==> images/congestion_map.png <==
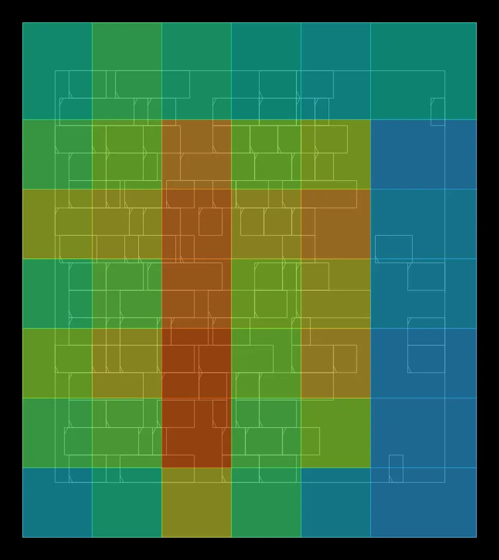
==> images/layers.png <==
Bar = 10 um.
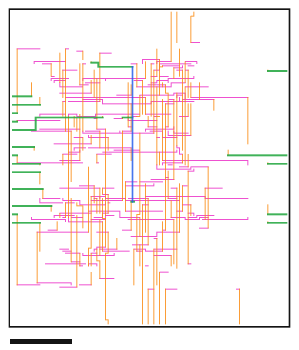
==> images/route_heat.png <==
Bar = 10 um. The die is cut into 9 by 10 equal tiles; dark blue is low, red is high, scaled to the fullest tile. Values are wire area over tile area, all layers added.
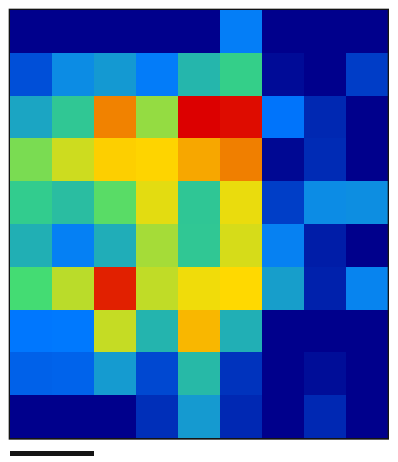
==> images/class_map.png <==
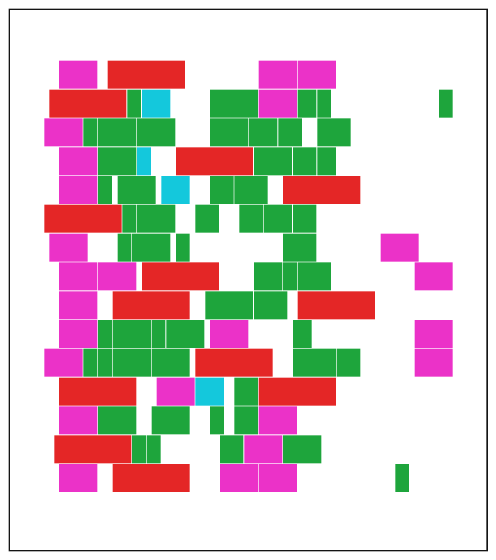
==> images/ff_map.png <==
Bar = 10 um.
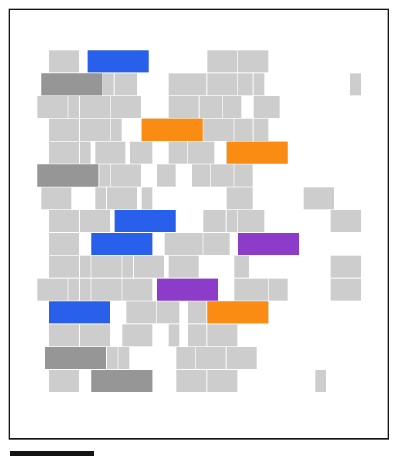
<file path="src/rtl/banco_registro_lector.sv">
// Read-side sequencer for a two-read-port register bank: on start it walks the
// bank in pairs (low half on port A, high half on port B) and streams each word.
module banco_registro_lector #(
   parameter int AW = 3,
   parameter int DW = 4
) (
   input  logic          clk,
   input  logic          rst,
   input  logic          start,
   output logic [AW-1:0] addrRa,
   output logic [AW-1:0] addrRb,
   input  logic [DW-1:0] datOutRa,
   input  logic [DW-1:0] datOutRb,
   output logic [DW-1:0] out_data,
   output logic [AW-1:0] out_addr,
   output logic          out_valid,
   input  logic          out_ready,
   output logic          busy,
   output logic          done
);

   // With AW=1 there is a single pair; ptr keeps one bit that is never advanced.
   localparam int PW   = (AW > 1) ? AW - 1 : 1;
   localparam int HALF = 1 << (AW - 1);
   localparam logic [PW-1:0] LAST_PTR = PW'(HALF - 1);

   typedef enum logic [2:0] {IDLE, CAPT, SEND_A, SEND_B, FIN} state_t;

   state_t        state;
   state_t        stateNext;
   logic [PW-1:0] ptr;
   logic [DW-1:0] bufA;
   logic [DW-1:0] bufB;
   logic          lastPair;

   assign lastPair = (ptr == LAST_PTR);

   generate
      if (AW == 1) begin : gSinglePair
         assign addrRa = '0;
         assign addrRb = '1;
      end else begin : gPairs
         assign addrRa = {1'b0, ptr};
         assign addrRb = {1'b1, ptr};
      end
   endgenerate

   always_ff @(posedge clk) begin
      if (rst) state <= IDLE;
      else     state <= stateNext;
   end

   always_comb begin
      stateNext = state;
      case (state)
         IDLE:    if (start) stateNext = CAPT;
         CAPT:    stateNext = SEND_A;
         SEND_A:  if (out_ready) stateNext = SEND_B;
         SEND_B:  if (out_ready) stateNext = lastPair ? FIN : CAPT;
         FIN:     stateNext = IDLE;
         default: stateNext = IDLE;
      endcase
   end

   // Both halves are snapshotted together, so later bank writes cannot tear a pair.
   always_ff @(posedge clk) begin
      if (rst) begin
         ptr  <= '0;
         bufA <= '0;
         bufB <= '0;
      end else begin
         case (state)
            IDLE:    if (start) ptr <= '0;
            CAPT: begin
               bufA <= datOutRa;
               bufB <= datOutRb;
            end
            SEND_B:  if (out_ready && !lastPair) ptr <= ptr + PW'(1);
            default: ;
         endcase
      end
   end

   always_comb begin
      busy      = 1'b1;
      done      = 1'b0;
      out_valid = 1'b0;
      out_data  = '0;
      out_addr  = '0;
      case (state)
         IDLE:   busy = 1'b0;
         SEND_A: begin
            out_valid = 1'b1;
            out_data  = bufA;
            out_addr  = addrRa;
         end
         SEND_B: begin
            out_valid = 1'b1;
            out_data  = bufB;
            out_addr  = addrRb;
         end
         FIN:     done = 1'b1;
         default: ;
      endcase
   end

endmodule
</file>
<file path="config.mk">
export PLATFORM = sky130hd
export DESIGN_NAME = banco_registro_lector
export DESIGN_NICKNAME = d
export VERILOG_FILES = /design/src/rtl/banco_registro_lector.sv
export SDC_FILE = /design/constraint.sdc
export NUM_CORES = 1
export LEC_CHECK = 0
export CORE_AREA = 3 3 42 48
export DETAILED_ROUTE_END_ITERATION = 7
export DIE_AREA = 0 0 45 51
export GPL_TIMING_DRIVEN = 0
export MAX_ROUTING_LAYER = met4
export PLACE_DENSITY = 0.89
export REMOVE_ABC_BUFFERS = 1
export SETUP_SLACK_MARGIN = 0.4
export SLEW_MARGIN = 15
export SYNTH_ARGS = -nofsm -noshare
export SYNTH_HDL_FRONTEND = slang
export SYNTH_SLANG_ARGS = --single-unit
</file>
<file path="constraint.sdc">
create_clock -name clk -period 4.15 [get_ports clk]
set_input_delay 0.83 -clock clk [delete_from_list [all_inputs] [get_ports clk]]
set_output_delay 0.83 -clock clk [all_outputs]
set_load 0.1 [all_outputs]
</file>
==> commit_impl_results.txt <==
Store results of the implementation flow

- The flow ran to the end, and the final reports show no timing, DRC or antenna violations.
- Per the post-run analysis, buffers plus inverters along the critical path come to 2.
- The STA report counts the stages on the worst setup path as 4.
- Entering global routing, the biggest net connects 17 pins.
- Startpoint type of the worst setup path: flop
* Final cell count without fillers: 115
* Drc violations: 0
* RR Endpoint: bufB[2]$_SDFFE_PP0P_
- The timing report shows that the slowest cell on the worst path is sky130_fd_sc_hd__clkdlybuf4s50_1.
- Start point of the critical path: state[1]$_SDFFE_PP0P_
- Max transition margin: 0.345
- For reference, the final report shows the max-slew violation count at 0.
* Vert. Die Dim: 51 um
- The number of global-route vias before repair was 576.
* Minimum clock period: 3.26 ns
- Data on the critical path arrives at its endpoint at 2.43 ns.
- In this run, power in flip-flops and latches comes to 0.168 mW.
* Worst-path fanout max: 12
- The worst hold path passes through 2 cells.
* Post-synthesis instance area: 708 um^2
- Layout cells sized above 1: 0.0510
* Final critical-path setup slack: 0.888 ns
- Per the post-place timing report, worst setup slack is 1.20 ns.
- The tightest hold path in the finished design has a slack of 0.500 ns.
* Clock network power: 0.0797 mW
- Switching power as a fraction of the total was reported as 0.448.
- Count of clock tree sinks: 13
Back to the opening pictures, congestion_map.png:
WL per Instance: 12.4 um
total global routing track utilization: 0.148
met1 capacity usage during global routing: 0.171

Back to the opening pictures, layers.png:
Key: M1 = magenta [wire length 601 um]; M2 = orange [wire length 719 um]; M3 = green [wire length 84.8 um]; M4 = blue [wire length 21.8 um]
final routed wirelength across all metal layers: 1430 um
overall via count from detail_route: 598

Back to the opening pictures, route_heat.png:
The emptiest ninth of the die: lower right. The densest ninth of the die: centre. 26% of the tiles are nearly empty. The fullest tile reaches 0.32. 26% of the tiles are over half the peak.

Back to the opening pictures, class_map.png:
Key: clock drivers and dummy loads = cyan [cells 4, share of their area 2.8%]; remaining buffers and delay cells = magenta [cells 25, share of their area 27%]; remaining logic cells = green [cells 56, share of their area 42%]; registers = red [cells 13, share of their area 28%]
floorplan row count: 15
fraction of the core area covered by cells at the end of the flow: 0.604
Layout Cell Area excl Fill: 952 um^2
area of the placeable core: 1580 um^2

Back to the opening pictures, ff_map.png:
Key: ptr = purple [placed flops 2]; state = orange [placed flops 3]; bufB = blue [placed flops 4]

==> metal layers <==
| layer | GRT usage | up-vias | part of all wire |
|---|---|---|---|
| li1 | - | 296 | - |
| met4 | 0.0585 | 0 | 0.015 |
| met5 | - | - | 0 |
| met1 | 0.171 | 278 | 0.42 |
| met2 | 0.245 | 21 | 0.50 |
| met3 | 0.0317 | 3 | 0.059 |
==> cells in the final DEF (no fill, tap or decap), types with 3 or more instances in the layout <==
cell | Yosys | layout
sky130_fd_sc_hd__nor2_1 | 13 | 13
sky130_fd_sc_hd__clkdlybuf4s50_1 | 0 | 25
sky130_fd_sc_hd__clkbuf_4 | 0 | 3
sky130_fd_sc_hd__dfxtp_1 | 13 | 13
sky130_fd_sc_hd__nand2b_1 | 4 | 4
sky130_fd_sc_hd__mux2i_1 | 14 | 14
==> area by class of cell <==
type                       count  area, um^2
fill                         146         624
multi-input combinational     54         387
sequential                    13         260
timing repair buffer          25         250
clock buffer                   4        26.3
tap                           17        21.3
inverter                       2        7.51
==> synth_stat cells, drive strengths merged <==
| cell type | number |
|---|---|
| dfxtp | 13 |
| a21oi | 1 |
| a31oi | 1 |
| or3b | 2 |
| nor2b | 2 |
| mux2i | 14 |
| inv | 2 |
| o21bai | 1 |
| mux2 | 1 |
| buf | 7 |
| nor3b | 2 |
| and4b | 1 |
| conb | 2 |
| nor3 | 2 |
| a211o | 1 |
| nand2b | 4 |
| nor2 | 13 |
| clkbuf | 1 |
| or3 | 1 |
| and2 | 2 |
| ha | 1 |
| nand3b | 1 |
| o21ai | 1 |
| nand4b | 1 |
==> logic make-up after synthesis <==
logic type,after synthesis,synth area share
simple gates,31,0.253
mux,15,0.214
flops,13,0.367
buf+inv,10,0.0866
compound gates,5,0.0512
other cells,2,0.0106
fa+ha+maj,1,0.0177
Power and IR drop assume default switching activity.
